`src/rtl/serial_comp_lsb_if.sv`:
```
// Compare request/result bundle for the serial LSB-first comparator.
// The controller drives the request side; the comparator returns status.
interface serial_comp_lsb_if #(
    parameter int WIDTH = 32
);
    logic             start;
    logic             signed_mode;
    logic [WIDTH-1:0] data_A;
    logic [WIDTH-1:0] data_B;
    logic             busy;
    logic             done;
    logic             eq;
    logic             gt;
    logic             lt;

    modport master (
        output start, signed_mode, data_A, data_B,
        input  busy, done, eq, gt, lt
    );

    modport slave (
        input  start, signed_mode, data_A, data_B,
        output busy, done, eq, gt, lt
    );
endinterface

```
`src/rtl/serial_comp_lsb.sv`:
```
// Multi-cycle magnitude comparator, one 2-bit digit per cycle, LSB first.
// Later (more significant) differing digits override earlier results.
module serial_comp_lsb #(
    parameter int WIDTH = 32
) (
    input  logic            clock,
    input  logic            reset,
    serial_comp_lsb_if.slave bus
);
    localparam int N  = WIDTH / 2;
    localparam int CW = (N > 1) ? $clog2(N) : 1;

    typedef enum logic [1:0] {
        S_IDLE = 2'd0,
        S_RUN  = 2'd1,
        S_DONE = 2'd2
    } state_t;

    state_t           state_q, state_d;
    logic [WIDTH-1:0] a_sh_q, a_sh_d;
    logic [WIDTH-1:0] b_sh_q, b_sh_d;
    logic [CW-1:0]    cnt_q, cnt_d;
    logic             mode_q, mode_d;
    logic             sa_q, sa_d;
    logic             sb_q, sb_d;
    logic             r_eq_q, r_eq_d;
    logic             r_gt_q, r_gt_d;
    logic             eq_q, eq_d;
    logic             gt_q, gt_d;
    logic             lt_q, lt_d;

    logic [1:0] dig_a;
    logic [1:0] dig_b;
    logic       nx_eq;
    logic       nx_gt;
    logic       fin_eq;
    logic       fin_gt;

    // Next-state, datapath shift and result fix-up
    always_comb begin
        state_d = state_q;
        a_sh_d  = a_sh_q;
        b_sh_d  = b_sh_q;
        cnt_d   = cnt_q;
        mode_d  = mode_q;
        sa_d    = sa_q;
        sb_d    = sb_q;
        r_eq_d  = r_eq_q;
        r_gt_d  = r_gt_q;
        eq_d    = eq_q;
        gt_d    = gt_q;
        lt_d    = lt_q;
        dig_a   = a_sh_q[1:0];
        dig_b   = b_sh_q[1:0];
        nx_eq   = r_eq_q;
        nx_gt   = r_gt_q;
        fin_eq  = 1'b0;
        fin_gt  = 1'b0;

        if (dig_a > dig_b) begin
            nx_eq = 1'b0;
            nx_gt = 1'b1;
        end else if (dig_a < dig_b) begin
            nx_eq = 1'b0;
            nx_gt = 1'b0;
        end

        // Operands of opposite sign: the negative one is smaller
        if (mode_q && (sa_q != sb_q)) begin
            fin_eq = 1'b0;
            fin_gt = sb_q;
        end else begin
            fin_eq = nx_eq;
            fin_gt = nx_gt;
        end

        unique case (state_q)
            S_IDLE: begin
                if (bus.start) begin
                    a_sh_d  = bus.data_A;
                    b_sh_d  = bus.data_B;
                    mode_d  = bus.signed_mode;
                    sa_d    = bus.data_A[WIDTH-1];
                    sb_d    = bus.data_B[WIDTH-1];
                    r_eq_d  = 1'b1;
                    r_gt_d  = 1'b0;
                    cnt_d   = '0;
                    state_d = S_RUN;
                end
            end
            S_RUN: begin
                r_eq_d = nx_eq;
                r_gt_d = nx_gt;
                a_sh_d = a_sh_q >> 2;
                b_sh_d = b_sh_q >> 2;
                cnt_d  = cnt_q + CW'(1);
                if (cnt_q == CW'(N - 1)) begin
                    // Results land together with entry into DONE
                    eq_d    = fin_eq;
                    gt_d    = fin_gt;
                    lt_d    = ~fin_eq & ~fin_gt;
                    state_d = S_DONE;
                end
            end
            S_DONE: begin
                state_d = S_IDLE;
            end
            default: begin
                state_d = S_IDLE;
            end
        endcase
    end

    // State and datapath registers with synchronous reset
    always_ff @(posedge clock) begin
        if (reset) begin
            state_q <= S_IDLE;
            a_sh_q  <= '0;
            b_sh_q  <= '0;
            cnt_q   <= '0;
            mode_q  <= 1'b0;
            sa_q    <= 1'b0;
            sb_q    <= 1'b0;
            r_eq_q  <= 1'b0;
            r_gt_q  <= 1'b0;
            eq_q    <= 1'b0;
            gt_q    <= 1'b0;
            lt_q    <= 1'b0;
        end else begin
            state_q <= state_d;
            a_sh_q  <= a_sh_d;
            b_sh_q  <= b_sh_d;
            cnt_q   <= cnt_d;
            mode_q  <= mode_d;
            sa_q    <= sa_d;
            sb_q    <= sb_d;
            r_eq_q  <= r_eq_d;
            r_gt_q  <= r_gt_d;
            eq_q    <= eq_d;
            gt_q    <= gt_d;
            lt_q    <= lt_d;
        end
    end

    assign bus.busy = (state_q != S_IDLE);
    assign bus.done = (state_q == S_DONE);
    assign bus.eq   = eq_q;
    assign bus.gt   = gt_q;
    assign bus.lt   = lt_q;
endmodule

```
`src/flat_wrapper.sv`:
```
// flat-port wrapper written by rule: the top's interface ports become plain ports
module serial_comp_lsb_flat 
#(
    parameter int WIDTH = 32
)
  (clock, reset, bus_start, bus_signed_mode, bus_data_A, bus_data_B, bus_busy, bus_done, bus_eq, bus_gt, bus_lt);
  serial_comp_lsb_if #(.WIDTH(WIDTH)) bus_i ();
  input  logic clock;
  input  logic reset;
  input wire logic [$bits(bus_i.start)-1:0] bus_start;
  input wire logic [$bits(bus_i.signed_mode)-1:0] bus_signed_mode;
  input wire logic [$bits(bus_i.data_A)-1:0] bus_data_A;
  input wire logic [$bits(bus_i.data_B)-1:0] bus_data_B;
  output wire logic [$bits(bus_i.busy)-1:0] bus_busy;
  output wire logic [$bits(bus_i.done)-1:0] bus_done;
  output wire logic [$bits(bus_i.eq)-1:0] bus_eq;
  output wire logic [$bits(bus_i.gt)-1:0] bus_gt;
  output wire logic [$bits(bus_i.lt)-1:0] bus_lt;
  assign bus_i.start = bus_start;
  assign bus_i.signed_mode = bus_signed_mode;
  assign bus_i.data_A = bus_data_A;
  assign bus_i.data_B = bus_data_B;
  assign bus_busy = bus_i.busy;
  assign bus_done = bus_i.done;
  assign bus_eq = bus_i.eq;
  assign bus_gt = bus_i.gt;
  assign bus_lt = bus_i.lt;
  serial_comp_lsb #(.WIDTH(WIDTH)) u_core (.clock(clock), .reset(reset), .bus(bus_i));
endmodule
```
`config.mk`:
```
export PLATFORM = sky130hd
export DESIGN_NAME = serial_comp_lsb_flat
export DESIGN_NICKNAME = d
export VERILOG_FILES = /design/src/rtl/serial_comp_lsb_if.sv /design/src/rtl/serial_comp_lsb.sv /design/src/flat_wrapper.sv
export SDC_FILE = /design/constraint.sdc
export NUM_CORES = 1
export LEC_CHECK = 0
export CELL_PAD_IN_SITES_DETAIL_PLACEMENT = 1
export CELL_PAD_IN_SITES_GLOBAL_PLACEMENT = 1
export CORE_MARGIN = 2
export CORE_UTILIZATION = 40
export DETAILED_ROUTE_END_ITERATION = 10
export PLACE_DENSITY = 0.95
export SKIP_CTS_REPAIR_TIMING = 1
export SLEW_MARGIN = 20
export SYNTH_ARGS = -nofsm -noshare
export SYNTH_HDL_FRONTEND = slang
export SYNTH_SLANG_ARGS = --single-unit
```
`constraint.sdc`:
```
create_clock -name clock -period 3.8 [get_ports clock]
set_input_delay 0.95 -clock clock [delete_from_list [all_inputs] [get_ports clock]]
set_output_delay 0.95 -clock clock [all_outputs]
set_load 0.005 [all_outputs]
```
**Run 1: register map, names as in the netlist**

Other sequential cells in the stronger grey, the rest of the logic in the fainter grey.
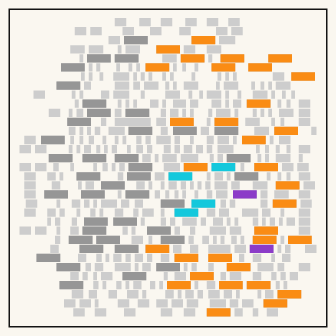
[cyan] `u_core.cnt_q` | flops: 4 | where: centre
[purple] `u_core.state_q` | flops: 2
[orange] `u_core.a_sh_q` | flops: 32
final core utilization: 0.526
power drawn by the sequential cells: 0.918 mW
FF+latch area: 0.00156 sq mm
share of the final layout cell area in sequential cells: 0.367

**Run 1: ports around the boundary**

Pins as bars across the die edge, other pins in grey.
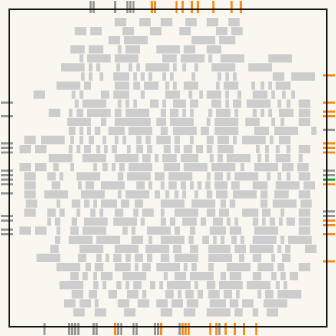
[orange] `bus_data_A` | pins: 32 | direction: input | edge: 12 right, 11 bottom, 9 top
[green] `bus_lt` | pins: 1 | direction: output | edge: right
all pins by edge: 26 bottom, 18 right, 15 top, 14 left

**Run 1: routing congestion map**

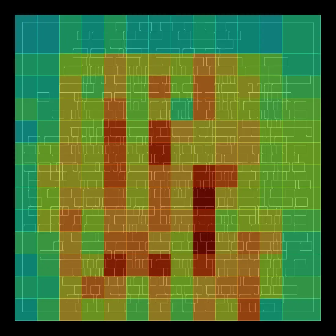
Total Routing Usage GR: 0.220
routed wire length per instance: 16.4 um

==> run notes, run 1 <==
Physical implementation status

The run finished with clean final reports. The maximum number of pins on one net before global-route repair stands at 45. In this run, placement finished with an instance count of between 500 and 600. The final-report max-slew violation count stands at 0. The global-route congestion overflow total stands at 0. The global-route wire length before repair stands at 15300 um. The total area of multi-input combinational cells stands at 0.00158 sq mm. Per the cell usage report, the commonest logic cell in the layout is sky130_fd_sc_hd__nor2_1. Summed over all failing endpoints, the final setup total negative slack is 0 ns. Power comes to between 1.5 and 2 mW. The total of endpoints with negative setup slack in the final report stands at 0. The worst IR drop on VDD stands at around 200 uV. The area of the mapped netlist stands at 0.00329 sq mm. After filler insertion, the fill cell instance count of the layout stands at 949.

The number of cell rows stands at 33. The multi-input logic cell count stands at 279. The largest registers in the layout are u_core.a_sh_q: 32 flops, u_core.b_sh_q: 32 flops, u_core.cnt_q: 4 flops. Between clock sinks in the finished design, the worst skew comes to roughly 0.0095 ns.

The finished design was reported to have a net count of 521. The core outline area stands at around 0.0081 sq mm. Dividing the final minimum period by the clock period gives 0.664. The count of yosys warnings during synthesis stands at 0.

Note, the detailed placer reported a final HPWL of 5970 um. The timing report attributes the biggest portion of critical-path delay to simple AND/OR/NAND/NOR gates. Measured against its own limit, the worst slew margin works out to 0.389. The count of boundary I/O pins stands at 73. STA classifies the critical path endpoint as a flip-flop. The endpoint arrival time on the critical path stands at 2.81 ns. The most common logic cells in the final layout are sky130_fd_sc_hd__nor2_1 (88), sky130_fd_sc_hd__dfxtp_1 (78), sky130_fd_sc_hd__clkdlybuf4s50_1 (71). At the end of routability-driven placement, the weighted congestion stood at 0.798. The final critical-path required period stands at about 2.5 ns. The number of standard cells in the layout, taps in and fillers out stands at 559.

Of the total power, registers draw 0.483. The via-per-instance ratio stands at around 5.4. For reference, the top cells by area after synthesis are sky130_fd_sc_hd__dfxtp_1 (47%), sky130_fd_sc_hd__nor2_1 (10%), sky130_fd_sc_hd__a22oi_1 (7.8%). Internal power comes to 1.38 mW. The final hold violation count recorded for this run is 0. TritonCTS created 9 clock buffers. In the power breakdown, the biggest contributor is sequential cells.

The worst setup path is of the primary input to flip-flop kind. Clock latency on the worst-skew pair, taken at its later pin, is 0.37 ns. The die width stands at 94.7 um.

The met2 usage in global routing stands at 0.408. The highest metal layer carrying signal wires in the routed design is met4. In this run the remaining antenna-violating nets after routing total 0.

In this run the most used layer during global routing was met2. The met1 capacity usage during global routing stands at 0.246. The number of port buffers stands at 72. The via count of the first global-routing pass stands at between 3000 and 4000. The number of antenna repair diodes stands at 0. Counting flops with a built-in enable in the synthesized netlist gives 0.

The total via count after detailed routing stands at around 3000. The synthesized area divided by synthesized cell count stands at about 8.4 sq um. Hold is met by 0.462 ns.
run 1: path summary, 6_finish.rpt:
path                                       start                        endpoint  slack, ns
hold / removal    u_core.a_sh_q[21]$_SDFFE_PP0P_  u_core.a_sh_q[21]$_SDFFE_PP0P_       0.46
hold reg to reg   u_core.a_sh_q[21]$_SDFFE_PP0P_  u_core.a_sh_q[21]$_SDFFE_PP0P_       0.46
setup / recovery                       bus_start  u_core.a_sh_q[29]$_SDFFE_PP0P_       1.28
setup reg to reg  u_core.state_q[1]$_SDFFE_PP0P_  u_core.b_sh_q[20]$_SDFFE_PP0P_       1.63
==> run 1 -> run 2 <==
- CORE_UTILIZATION: 40 -> 37
- PLACE_DENSITY: 0.95 -> 0.89
- clock period: 3.8 -> 2.6 ns (I/O delays scaled with it)
**Run 2: register map, names as in the netlist**

Other sequential cells in the stronger grey, the rest of the logic in the fainter grey.
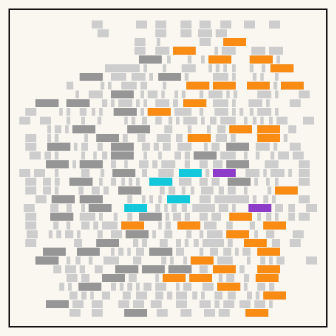
[purple] `u_core.state_q` | flops: 2
[orange] `u_core.a_sh_q` | flops: 32
[cyan] `u_core.cnt_q` | flops: 4 | where: centre
not coloured: 40

**Run 2: M3 wires**

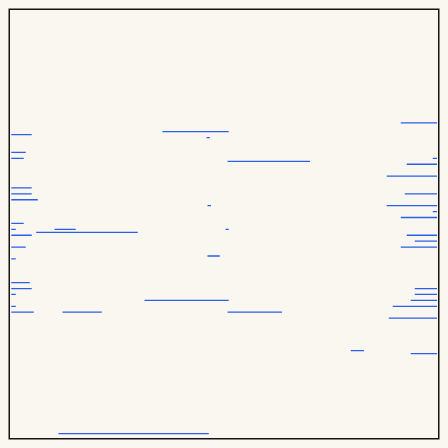
longest straight run: 34.3 um
share of all routed wire: 3.5%
nets with wire on the layer: 40
via count: 3004
DRT Wirelength: 8830 um
GR Layer Usage met3: 0.0351

**Run 2: ports around the boundary**

Pins as bars across the die edge, other pins in grey.
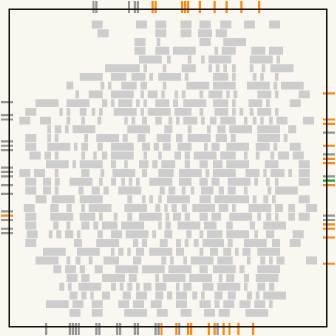
[orange] `bus_data_A` | pins: 32 | direction: input | edge: 11 right, 10 top, 10 bottom, 1 left
[green] `bus_lt` | pins: 1 | direction: output | edge: right
all pins by edge: 25 bottom, 17 right, 16 left, 15 top
Horiz. Die Dim: 98.3 um
Die Y: 98.3 um

==> run 2 against run 1 <==
  * Critical path type is now flip-flop to primary output
  * Non-clock buffer count is 1 higher
  * Combinational power grew 48%
  * Synthesized cell count is the same
  * Critical endpoint is now bus_busy
  * Area after synthesis unchanged
  * Sequential power is 46% higher
  * Clock skew is 0.0040 ns lower
  * Via count decreased by 0.46%
  * Final area up 1.4%
==> run notes, run 2 <==
Physical implementation status

The number of hold violations in the final report came to 0 (unchanged). The core outline area is 0.00868 sq mm (+7.2%). STA classifies the critical path endpoint as a primary output. The endpoint arrival time on the critical path is 1.48 ns (-1.33 ns). The finished cells cover 0.00432 sq mm. The critical path is of the flip-flop to primary output type. The share of the core filled with cells came to 0.497 (-0.0289). The total clock buffers created by CTS stands at 9 (unchanged). The multi-input logic cell count is 279 (unchanged). For hold timing, the worst endpoint is u_core.b_sh_q[2]$_SDFFE_PP0P_. The total area of multi-input combinational cells came to 0.00158 sq mm (+0.32%). Per the post-synthesis report, the nets total 462. The number of nets in the layout is 522 (+0.19%).

The number of standard cells in the layout, taps in and fillers out stands at 564 (+0.89%). The number of standard cells reported by yosys stands at between 300 and 400. The fraction of area in registers stands at 0.362 (-0.00489). The share of Yosys cell area claimed by the top area cell type stands at 0.474. The run finished with clean final reports.

The relative max-transition margin stands at 0.521 (+0.132). The number of cell rows is 34 (+3.0%). The setup TNS stands at 0 ns (unchanged). Of the available clock period, the critical path in the final layout requires 0.820.

After detailed placement, the total cell area comes to 0.00408 sq mm. The number of synthesized register bits stands at 78. The sum of net half-perimeters after detailed placement is 5870 um (-1.7%).

The combined flip-flop and latch cell area stands at 0.00156 sq mm (unchanged). The layout filler cell count was 1038 (+9.4%). The number of antenna violations at the first check in global routing was 0.

The clock passes through at most 2 buffers. The cell total after placement is 548 (+0.74%). The via-per-instance ratio was 5.33 (-1.3%). The via count of the first global-routing pass came to 3137 (-3.4%). The final critical-path required period stands at ~2.1 ns. The post-synth tally of flip-flops with integrated enable stands at 0 (unchanged). The number of antenna repair diodes is 0 (unchanged).

The final-report max-slew violation count stands at 0 (unchanged). The number of nets with antenna violations after detailed routing stands at 0 (unchanged). The kind of cell with the highest combined delay along the critical path is buffers and inverters. Ranking logic cells in the layout by count gives the top entries sky130_fd_sc_hd__nor2_1 (88), sky130_fd_sc_hd__dfxtp_1 (78), sky130_fd_sc_hd__clkdlybuf4s50_1 (71). The maximum number of pins on one net before global-route repair was 59 (+31%). The non-clock inverters instantiated in the layout total 3. The worst-case hold slack was 0.459 ns (-0.00287 ns). The area of the mapped netlist came to 0.00329 sq mm (unchanged). The overall routing resource usage stands at 0.185 (-0.0350). The most critical min-delay path falls under flip-flop to flip-flop.

The count of yosys warnings during synthesis came to 0 (unchanged). The synthesis run shows the most used standard cells to be sky130_fd_sc_hd__nor2_1 (89), sky130_fd_sc_hd__dfxtp_1 (78), sky130_fd_sc_hd__nand2_1 (48). In this run the critical register-to-register path is launched from u_core.state_q[0]$_SDFFE_PP0P_. For the worst reg-to-reg path, the endpoint reported by OpenROAD is u_core.r_eq_q$_SDFFE_PP0P_. The worst IR drop on VDD came to 249 uV (+24%). The setup clock skew after layout was 0.00554 ns (-0.00400 ns). Counting only logic cells after layout, the most numerous master is sky130_fd_sc_hd__nor2_1. The global-route wire length before repair was 14700 um (-3.5%). The total design power stands at 2.87 mW (+51%). OpenSTA lists the critical path startpoint as u_core.state_q[1]$_SDFFE_PP0P_. The global-route congestion overflow total stands at 0 (unchanged). The count of boundary I/O pins stands at 73 (unchanged). The largest registers in the layout are u_core.a_sh_q: 32 flops, u_core.b_sh_q: 32 flops, u_core.cnt_q: 4 flops.

The wire length per cell stands at 15.7 um (-4.4%). The reg-to-reg setup timing slack is 0.90 ns (-0.73 ns). Ranked by total cell area, the synthesized netlist is headed by sky130_fd_sc_hd__dfxtp_1 (47%), sky130_fd_sc_hd__nor2_1 (10%), sky130_fd_sc_hd__a22oi_1 (7.8%).

The number of port buffers was 72 (unchanged). Setup repair after global routing left no endpoint under its margin. The total of endpoints with negative setup slack in the final report stands at 0 (unchanged). The placer's final routability congestion estimate was 0.762 (-4.4%).

For this design the ratio of total power to cell area is around 670 mW/mm^2.
run 2: cell counts after synthesis:
Identical to the previous run, type by type.
run 2: cells by family after synthesis:
| family | Yosys count | share of synthesized area |
|---|---|---|
| and+or+nand+nor | 184 | 0.286 |
| AOI/OAI and AO/OA | 90 | 0.172 |
| DFF | 78 | 0.474 |
| buffers and inverters | 34 | 0.0502 |
| adders and majority gates | 3 | 0.0114 |
| xor gates and xnor gates | 1 | 0.00266 |
| muxes | 1 | 0.00342 |
run 2: routing by layer:
layer  share of wire  GRT usage  up-vias
met1            0.45      0.231     1475
met5               0          0        -
met4           0.011     0.0569        0
met2            0.51      0.324       50
li1                -          -     1470
met3           0.035     0.0351        9
run 2: power by group:
part	internal (mW)	switching [mW]
Combinational	0.223	0.255
Sequential	1.29	0.0555
Clock	0.619	0.432
Total	2.13	0.742
Power figures rest on the tool's default switching activity, not on a simulated workload.
